==> run_1/drive_strength.png <==
Drawn at 8 px/um.
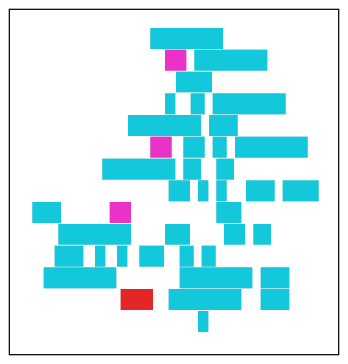
==> run_1/final_placement.png <==
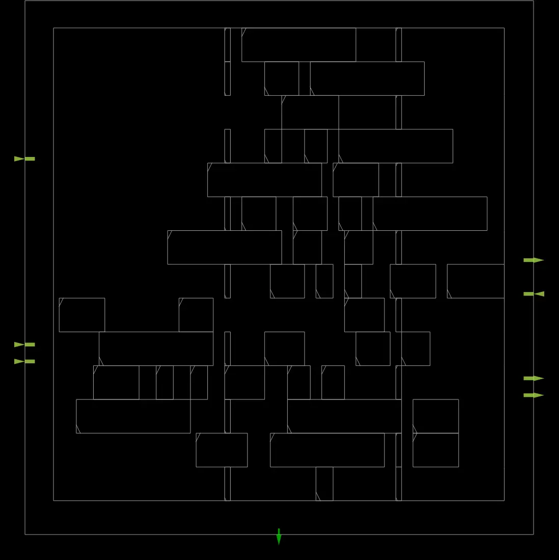
==> run_1/met1.png <==
Drawn at 12 px/um. Supply wires on this layer in gray.
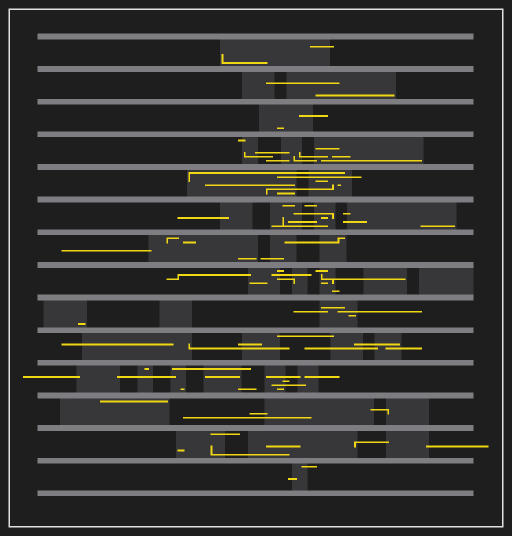
==> run_1/port_nets.png <==
Drawn at 8 px/um.
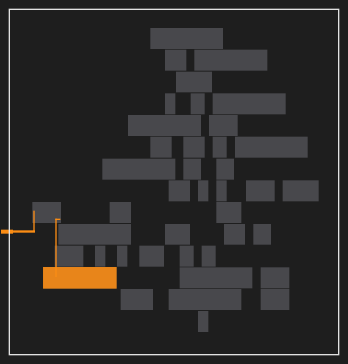
--- src/rtl/input_debouncer_pkg.sv ---
// -----------------------------------------------------------------------------
// input_debouncer_pkg
//   Shared definitions for the input-conditioning blocks: the debouncer FSM
//   state encoding. Other conditioning blocks import the same encoding so
//   that state values read the same everywhere.
// -----------------------------------------------------------------------------
package input_debouncer_pkg;

    typedef enum logic {
        ST_STABLE = 1'b0,   // dout agrees with the synchronised input
        ST_WAIT   = 1'b1    // candidate change being qualified
    } db_state_e;

endpackage : input_debouncer_pkg

--- src/rtl/input_debouncer_sync_chain.sv ---
// -----------------------------------------------------------------------------
// sync_chain
//   N-flop synchroniser bringing an asynchronous level into the clk domain.
//   Ports:
//     clk  in  rising-edge clock
//     rst  in  asynchronous, active-high reset; chain forced to RESET_LEVEL
//     d    in  asynchronous input level
//     q    out synchronised level (last flop of the chain)
// -----------------------------------------------------------------------------
module sync_chain #(
    parameter int   STAGES      = 2,
    parameter logic RESET_LEVEL = 1'b0
) (
    input  logic clk,
    input  logic rst,
    input  logic d,
    output logic q
);

    logic [STAGES-1:0] sync_q;

    always_ff @(posedge clk or posedge rst) begin
        if (rst) begin
            sync_q <= {STAGES{RESET_LEVEL}};
        end else begin
            sync_q <= {sync_q[STAGES-2:0], d};
        end
    end

    assign q = sync_q[STAGES-1];

endmodule : sync_chain

--- src/rtl/input_debouncer.sv ---
// -----------------------------------------------------------------------------
// input_debouncer
//   Turns a raw, bouncy, asynchronous level into a clean clk-synchronous level
//   plus one-cycle rise/fall pulses. A change is accepted only after the
//   synchronised input has differed from dout for DEBOUNCE_CYCLES consecutive
//   samples with en held high.
//   Ports:
//     clk        in  rising-edge clock
//     rst        in  asynchronous, active-high reset
//     en         in  1 = debounce active, 0 = freeze dout and abort qualification
//     din_async  in  raw input, asynchronous to clk
//     dout       out debounced level
//     rise       out one-cycle pulse on an accepted 0->1 change
//     fall       out one-cycle pulse on an accepted 1->0 change
//     busy       out high while a candidate change is being qualified
// -----------------------------------------------------------------------------
module input_debouncer
    import input_debouncer_pkg::*;
#(
    parameter int   SYNC_STAGES     = 2,
    parameter int   DEBOUNCE_CYCLES = 4,
    parameter logic RESET_LEVEL     = 1'b0
) (
    input  logic clk,
    input  logic rst,
    input  logic en,
    input  logic din_async,
    output logic dout,
    output logic rise,
    output logic fall,
    output logic busy
);

    localparam int CNT_W = $clog2(DEBOUNCE_CYCLES + 1);
    localparam logic [CNT_W-1:0] CNT_ZERO = '0;
    localparam logic [CNT_W-1:0] CNT_ONE  = CNT_W'(1);
    localparam logic [CNT_W-1:0] CNT_LAST = CNT_W'(DEBOUNCE_CYCLES - 1);

    logic            s;
    db_state_e       state_q;
    logic [CNT_W-1:0] cnt_q;
    logic            dout_q;
    logic            rise_q;
    logic            fall_q;
    logic            busy_q;

    sync_chain #(
        .STAGES      (SYNC_STAGES),
        .RESET_LEVEL (RESET_LEVEL)
    ) u_sync (
        .clk (clk),
        .rst (rst),
        .d   (din_async),
        .q   (s)
    );

    // FSM, qualification counter and registered outputs. Pulses default low
    // every cycle and are raised only on the accepting edge.
    always_ff @(posedge clk or posedge rst) begin
        if (rst) begin
            state_q <= ST_STABLE;
            cnt_q   <= CNT_ZERO;
            dout_q  <= RESET_LEVEL;
            rise_q  <= 1'b0;
            fall_q  <= 1'b0;
            busy_q  <= 1'b0;
        end else begin
            rise_q <= 1'b0;
            fall_q <= 1'b0;
            case (state_q)
                ST_STABLE: begin
                    if (en && (s != dout_q)) begin
                        if (DEBOUNCE_CYCLES == 1) begin
                            dout_q <= s;
                            rise_q <= s;
                            fall_q <= ~s;
                            cnt_q  <= CNT_ZERO;
                        end else begin
                            state_q <= ST_WAIT;
                            busy_q  <= 1'b1;
                            cnt_q   <= CNT_ONE;
                        end
                    end else begin
                        cnt_q <= CNT_ZERO;
                    end
                end
                ST_WAIT: begin
                    if (!en || (s == dout_q)) begin
                        // Glitch or disable: drop the candidate silently.
                        state_q <= ST_STABLE;
                        busy_q  <= 1'b0;
                        cnt_q   <= CNT_ZERO;
                    end else if (cnt_q == CNT_LAST) begin
                        dout_q  <= s;
                        rise_q  <= s;
                        fall_q  <= ~s;
                        state_q <= ST_STABLE;
                        busy_q  <= 1'b0;
                        cnt_q   <= CNT_ZERO;
                    end else begin
                        cnt_q <= cnt_q + CNT_ONE;
                    end
                end
                default: begin
                    state_q <= ST_STABLE;
                    busy_q  <= 1'b0;
                    cnt_q   <= CNT_ZERO;
                end
            endcase
        end
    end

    assign dout = dout_q;
    assign rise = rise_q;
    assign fall = fall_q;
    assign busy = busy_q;

endmodule : input_debouncer
--- config.mk ---
export PLATFORM = sky130hd
export DESIGN_NAME = input_debouncer
export DESIGN_NICKNAME = d
export VERILOG_FILES = /design/src/rtl/input_debouncer_pkg.sv /design/src/rtl/input_debouncer_sync_chain.sv /design/src/rtl/input_debouncer.sv
export SDC_FILE = /design/constraint.sdc
export NUM_CORES = 1
export LEC_CHECK = 0
export CELL_PAD_IN_SITES_DETAIL_PLACEMENT = 1
export CELL_PAD_IN_SITES_GLOBAL_PLACEMENT = 1
export CORE_AREA = 2 2 39 41
export DETAILED_ROUTE_END_ITERATION = 10
export DIE_AREA = 0 0 41 43
export PLACE_DENSITY = 0.64
export SLEW_MARGIN = 20
export SYNTH_ARGS = -nofsm -noshare
export SYNTH_HDL_FRONTEND = slang
export SYNTH_HIERARCHICAL = 1
export SYNTH_SLANG_ARGS = --single-unit
--- constraint.sdc ---
create_clock -name clk -period 1.58 [get_ports clk]
set_input_delay 0.316 -clock clk [delete_from_list [all_inputs] [get_ports clk]]
set_output_delay 0.316 -clock clk [all_outputs]
set_load 0.02 [all_outputs]
==> CHANGELOG.md, run 1 <==
### Implementation results

* Status: completed
* Final worst setup slack at 97.6 ps
* Nets at 48
* Most flops, register: cnt_q
* Unique cell type count in the Yosys netlist at 18
* Max reg flops at 3
* Post-synth ARST share at 100%
* Grt met2 use at 16.6%
* Max-area cell share at about 65%
* Peak supply drop at about 370 uV
* Drt wl/cell at approximately 13 um
* H-tree levels at 1
* Hpwl dp at 602 um
* Routed length on met2 at 379 um
* Vias in the first global route at 300
* Initial DRT Pass Iterations at 1
* Vias at between 200 and 300
* Top cells by count, synth: 10 x dfrtp_1, 3 x inv_1, 2 x nand2_1, 2 x nor3_1
* Final std cell area, no fill at about 500 um2
* Post-DR vias/cell at about 4.8
* Synth mux share at 2.92%
* Area grow syn2layout at 29.5%
* Total power at between 400 and 500 uW
* Initial antenna violation count at 0
* DRT iter0 DRCs at 0
* # clock sinks at 10
* R2R setup slack at roughly 190 ps
* # rows at 14
* CP endpoint kind: primary output
* CP max-delay cell: clkdlybuf4s50_1
* Reg-to-reg startpoint: cnt_q[0]$_DFF_PP0_
* Worst path max stage delay at 590 ps
* Number of setup buffers added after CTS at 0
* Met3 WL at ~46 um
* Ys cells at 31
* Largest net degree at the start of global routing at 9
* Antenna Cells at 0
* Number of enable flip-flop cells at 0
* Crit path launch: rise$_DFF_PP0_
* Fin crit share at a little over nine tenths
* PwrDens at 966 mW/mm2
* Grt ovf at 0
* # setup viols final at 0
* Hold_buf cts at 0
* Yosys Warn Count at 6
* Met1 GRT Util at under 10%
* CP startpoint kind: flop
* Dominant kind of combinational cell: simple AND/OR/NAND/NOR gates
* Die width at 41 um
* Top-count cell post-synth: dfrtp_1
* DR top layer: met4
* DIE AREA at around 0.0018 mm2
* Worst Path Max Fanout at 1
* Post-Synthesis Cells at 31
* Placed insts at approximately 54
* FP Util at between 20% and 30%
* Routability cong. at about 0.68
* Finished Layout Cells at between 50 and 60
* Crit path cell chain: clkdlybuf4s50_1
* Worst slack, placed at approximately 190 ps
* Setup CP Type: flop to primary output
* DP Area at 475 um2
* Adder Area Share at around 3.2%
* Port buffer count at 7
* Floorplan Nets at 36
* Post-synth top area cell: dfrtp_1
* Die span in y at 43 um
* Arrival time worst endpoint at roughly 1200 ps
* Ys flop type: dfrtp_1
* Worst hold slack at about 230 ps
* Largest registers: cnt_q: 3 flops, u_sync/sync_q: 2 flops
* CTS tree: yes
* Ys flops at 10
* Synth Seq Share at between 60% and 70%
* FF+latch area at roughly 250 um2
* Clk latency late pin at between 200 and 300 ps
* Rel. slew slack at about four fifths
* Fraction of layout cells with a size suffix above 1 at around 9.8%
Back to the opening pictures, drive_strength.png:
[red] drive 2 | cells: 1 | share: 2.4%
[magenta] drive 3 to 4 | cells: 3 | share: 7.3%
[cyan] drive 1 or less | cells: 37 | share: 90%

Back to the opening pictures, final_placement.png:
fin util: 36.1%
flop share of the area: 50.1%
n_taps: 16
filler instances: 158
core area: 0.00138 mm2

Back to the opening pictures, met1.png:
longest straight run: 12.9 um
main direction: horizontal
nets with wire on the layer: 42
wire length on this layer: 267 um
share of all routed wire: 37%

Back to the opening pictures, port_nets.png:
[orange] din_async | bits: 1 | direction: input | edge: west | end cells: 1 | buffers: 1 | wire: 12.7 um

==> run 1: cells in the final DEF, fill, tap and decap left out, types with 2 or more instances in the layout <==
master | Yosys | final
inv_1 | 3 | 3
dfrtp_1 | 10 | 10
clkbuf_4 | 0 | 3
nand2_1 | 2 | 2
clkdlybuf4s50_1 | 0 | 5
nor3_1 | 2 | 2
==> run 1: cell type report <==
class | instances | area share [%]
repair buffers | 7 | 14.3
inverters | 3 | 2.26
multi-input cells | 18 | 24.8
clock buffers | 3 | 4.51
flip-flops and latches | 10 | 50.1
well taps | 16 | 4.01
==> run 1: where the power goes <==
group / internal (uW) / switching (uW)
combinational: 19.9 / 21.3
sequential: 266 / 8.42
clock: 87.7 / 79.4
total: 373 / 109
==> run 2, diff against run 1 <==
- ABC_AREA: unset -> 1
- CAP_MARGIN: unset -> 20
- PLACE_DENSITY: 0.64 -> 0.67
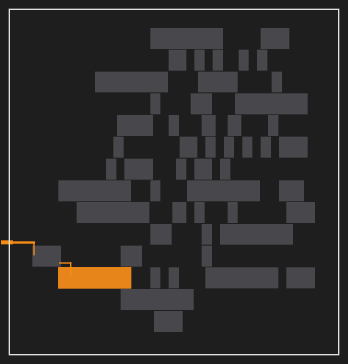
(run_2/port_nets.png)
Drawn at 8 px/um.
[orange] din_async | bits: 1 | direction: input | edge: west | end cells: 1 | buffers: 1 | wire: 7.10 um

==> run 2 against run 1 <==
  * Clock power grew 37%
  * Non-clock buffer count is the same
  * Worst setup slack lost 48 ps
  * Largest power group unchanged
==> CHANGELOG.md, run 2 <==
### Implementation results

* Arrival time worst endpoint at 1210 ps (was 1170 ps)
* Max reg flops at 3 (unchanged)
* Vias at 303 (was 273)
* CTS tree: yes (unchanged)
* Area grow syn2layout at 31.8% (was 29.5%)
* Core area at 0.00138 mm2 (unchanged)
* Most flops, register: cnt_q (unchanged)
* Status: completed (unchanged)
* Net Sw Frac at 22.8% (was 22.6%)
* Floorplan Nets at 46 (was 36)
* Nets at 58 (was 48)
* Crit path launch: busy$_DFFE_PP0P_ (was rise$_DFF_PP0_)
* Routability cong. at 0.669 (was 0.675)
* Post-synth top area cell: dfrtp_1 (unchanged)
* Peak supply drop at 407 uV (was 369 uV)
* DIE AREA at 0.00176 mm2 (unchanged)
* Yosys Warn Count at 6 (unchanged)
* Antenna Cells at 0 (unchanged)
* Max-area cell share at 63.7% (was 64.9%)
* Post-synth ARST share at 100% (unchanged)
* Hold_buf cts at 0 (unchanged)
* Initial antenna violation count at 0 (unchanged)
* Placed insts at 64 (was 54)
* FP Util at 28.4% (was 27.8%)
* Ys flop type: dfrtp_1 (unchanged)
* Dominant kind of combinational cell: simple AND/OR/NAND/NOR gates (unchanged)
* Met3 WL at 37 um (was 46 um)
* R2R setup slack at 470 ps (was 190 ps)
* Setup CP Type: flop to primary output (unchanged)
* Crit path cell chain: clkdlybuf4s50_1 (unchanged)
* Worst Path Max Fanout at 2 (was 1)
* Ys flops at 10 (unchanged)
* Worst slack, placed at 160 ps (was 186 ps)
* Sequential Power Share at 49.9% (was 56.8%)
* Final std cell area, no fill at 518 um2 (was 499 um2)
* Clk latency late pin at 260 ps (was 250 ps)
* H-tree levels at 1 (unchanged)
* # setup viols final at 0 (unchanged)
* Reg-to-reg startpoint: dout$_DFFE_PP0P_ (was cnt_q[0]$_DFF_PP0_)
* PwrDens at 1080 mW/mm2 (was 966 mW/mm2)
* Initial DRT Pass Iterations at 3 (was 1)
* Worst path max stage delay at 600 ps (was 590 ps)
* Port buffer count at 7 (unchanged)
* # clock sinks at 10 (unchanged)
* Hpwl dp at 519 um (was 602 um)
* Ys cells at 41 (was 31)
* CP max-delay cell: clkdlybuf4s50_1 (unchanged)
* DR top layer: met4 (unchanged)
* Largest registers: cnt_q: 3 flops, u_sync/sync_q: 2 flops (unchanged)
* DP Area at 483 um2 (was 475 um2)
* Rel. slew slack at 78.8% (was 79.3%)
* Number of setup buffers added after CTS at 0 (unchanged)
* Number of enable flip-flop cells at 0 (unchanged)
* Pint at 432 uW (was 373 uW)
* Synth mux share at 0% (was 2.92%)
* Die width at 41 um (unchanged)
* Top-count cell post-synth: nand2_1 (was dfrtp_1)
* Clock power share at 41.0% (was 34.6%)
* Met1 GRT Util at 11.0% (was 9.40%)
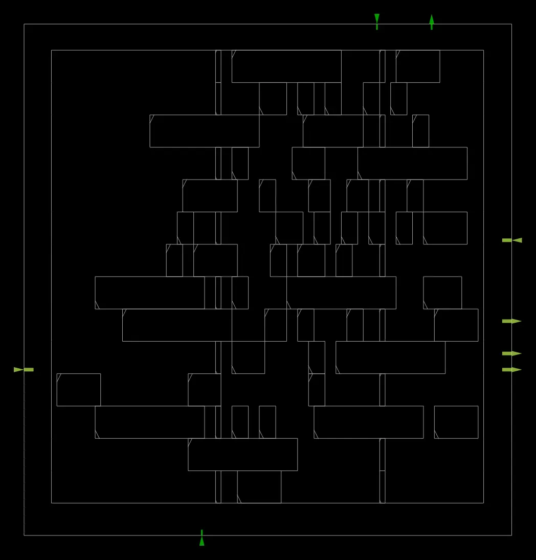
(run_2/final_placement.png)
# rows: 14
Finished Layout Cells: 68

-- run 2: power groups by stage --
stage / Sequential (uW) / Combinational (uW) / Clock [uW]
after global routing: 280 / 58.5 / 254
after CTS: 279 / 52.3 / 237
after global placement: 283 / 50.9 / 0
after detailed placement: 284 / 51.3 / 0
after floorplan: 288 / 22.5 / 0
final: 279 / 50.9 / 229
-- run 2: final cells by class --
cell class / count / area, um2 / share of cell area (%)
Inverter: 8 / 30.0 / 5.80
Multi-Input combinational cell: 23 / 113 / 21.7
Timing Repair Buffer: 7 / 68.8 / 13.3
Clock buffer: 4 / 36.3 / 7.00
Sequential cell: 10 / 250 / 48.3
Tap cell: 16 / 20.0 / 3.86
==> run 3, diff against run 2 <==
- GPL_TIMING_DRIVEN: unset -> 1
- MAX_ROUTING_LAYER: unset -> met4
- REMOVE_ABC_BUFFERS: unset -> 1
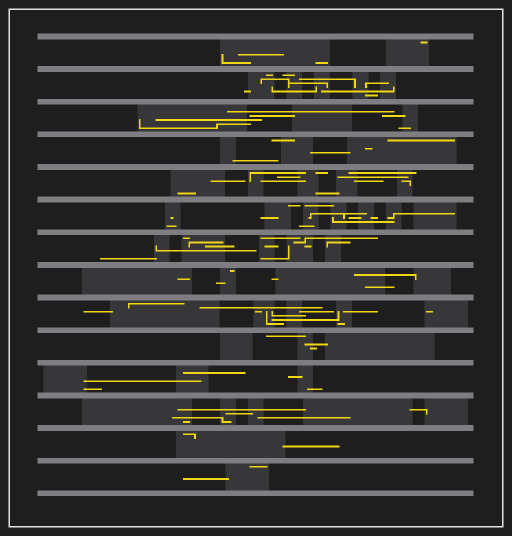
(run_3/met1.png)
Drawn at 12 px/um. Supply wires on this layer in gray.
wire length on this layer: 292 um
nets with wire on the layer: 49

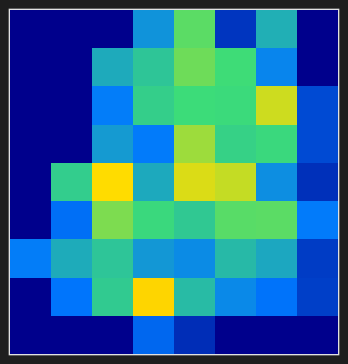
(run_3/density.png)
Drawn at 8 px/um. 8 x 9 tiles, from dark blue (low) to red (high), 0 to 100% covered.
tiles over 75% full: 2.8%
fullest tile: 76%
mean over tiles: 28%

==> run 3 against run 2 <==
  * Synthesized cell count is the same
  * Sequential power is essentially flat
  * Critical path depth is the same
  * Worst setup slack is the same
  * Count of clock-buffer cells in the layout is the same
  * Via count is the same
  * Fmax is the same
  * Largest power group unchanged
  * Highest routed layer unchanged
==> CHANGELOG.md, run 3 <==
### Implementation results

* Status: completed (unchanged)
* CTS tree: yes (unchanged)
* Die span in y at 43 um (unchanged)
* Setup CP Type: flop to primary output (unchanged)
* Number of enable flip-flop cells at 0 (unchanged)
* Largest registers: cnt_q: 3 flops, u_sync/sync_q: 2 flops (unchanged)
* Crit path cell chain: clkdlybuf4s50_1 (unchanged)
* Met3 WL at 37 um (unchanged)
* Worst Path Max Fanout at 2 (unchanged)
* Final std cell area, no fill at 518 um2 (unchanged)
* Sequential power at 279 uW (about the same)
* Comb group at 50.9 uW (about the same)
* Filler instances at 165 (unchanged)
* Post-synth ARST share at 100% (unchanged)
* Die width at 41 um (unchanged)
* Sw Pwr at 127 uW (unchanged)
* Top cells by count, synth: 11 x nand2_1, 10 x dfrtp_1, 8 x inv_1 (unchanged)
* P_clk at 229 uW (about the same)
* Met1 GRT Util at 11.0% (unchanged)
* Finished Layout Cells at 68 (unchanged)
* Hpwl dp at 519 um (unchanged)
* Peak supply drop at 407 uV (unchanged)
* Ys flops at 10 (unchanged)
* Clk latency late pin at 260 ps (about the same)
* Worst hold slack at 230 ps (unchanged)
* Routability cong. at 0.676 (was 0.669)
* DIE AREA at 0.00176 mm2 (unchanged)
* Max-area cell share at 63.7% (unchanged)
* Net Sw Frac at 22.8% (unchanged)
* FP Util at 28.4% (unchanged)
* PwrDens at 1080 mW/mm2 (unchanged)
* Rel. slew slack at 78.8% (unchanged)
* CP endpoint kind: primary output (unchanged)
* Port buffer count at 7 (unchanged)
* Most common logic cell in the routed design: nand2_1 (unchanged)
* Post-Synthesis Cells at 41 (unchanged)
* Ys cells at 41 (unchanged)
* Fin crit share at 96.8% (unchanged)
* Core area at 0.00138 mm2 (unchanged)
* Pwr top: registers (unchanged)
* Nets at 58 (unchanged)
* Combinational share of power at 9.1% (about the same)
* Worst path max stage delay at 600 ps (about the same)
* CP max-delay cell: clkdlybuf4s50_1 (unchanged)
* Routed length on met2 at 370 um (unchanged)
* Most frequent cells in the layout: 11 x nand2_1, 10 x dfrtp_1, 8 x inv_1, 6 x clkdlybuf4s50_1, 4 x nor2_1 (unchanged)
* Initial antenna violation count at 0 (unchanged)
* DRT iter0 DRCs at 1 (unchanged)
## run 3: cell counts after synthesis
Identical to the previous run, type by type.
## run 3: kinds of logic after synthesis
group           Yosys count  share of synthesized area, %
simple gates             20                          22.6
flops                    10                          63.7
buf+inv                   8                          7.64
compound gates            2                          2.87
fa+ha+maj                 1                          3.18
## run 3: final cells by class
cell class	instances	area, um2	area share [%]
Clock buffer	4	36.3	7.00
Sequential cell	10	250	48.3
Multi-Input combinational cell	23	113	21.7
Timing Repair Buffer	7	68.8	13.3
Tap cell	16	20.0	3.86
Inverter	8	30.0	5.80
## run 3: timing repair
action / 4_1_cts / 5_1_grt
gates resized: 1 / 0
hold endpoints to repair: 0 / 0
endpoints found under the setup margin: 1 / 0
hold buffers: 0 / 0
Power figures rest on the tool's default switching activity, not on a simulated workload.
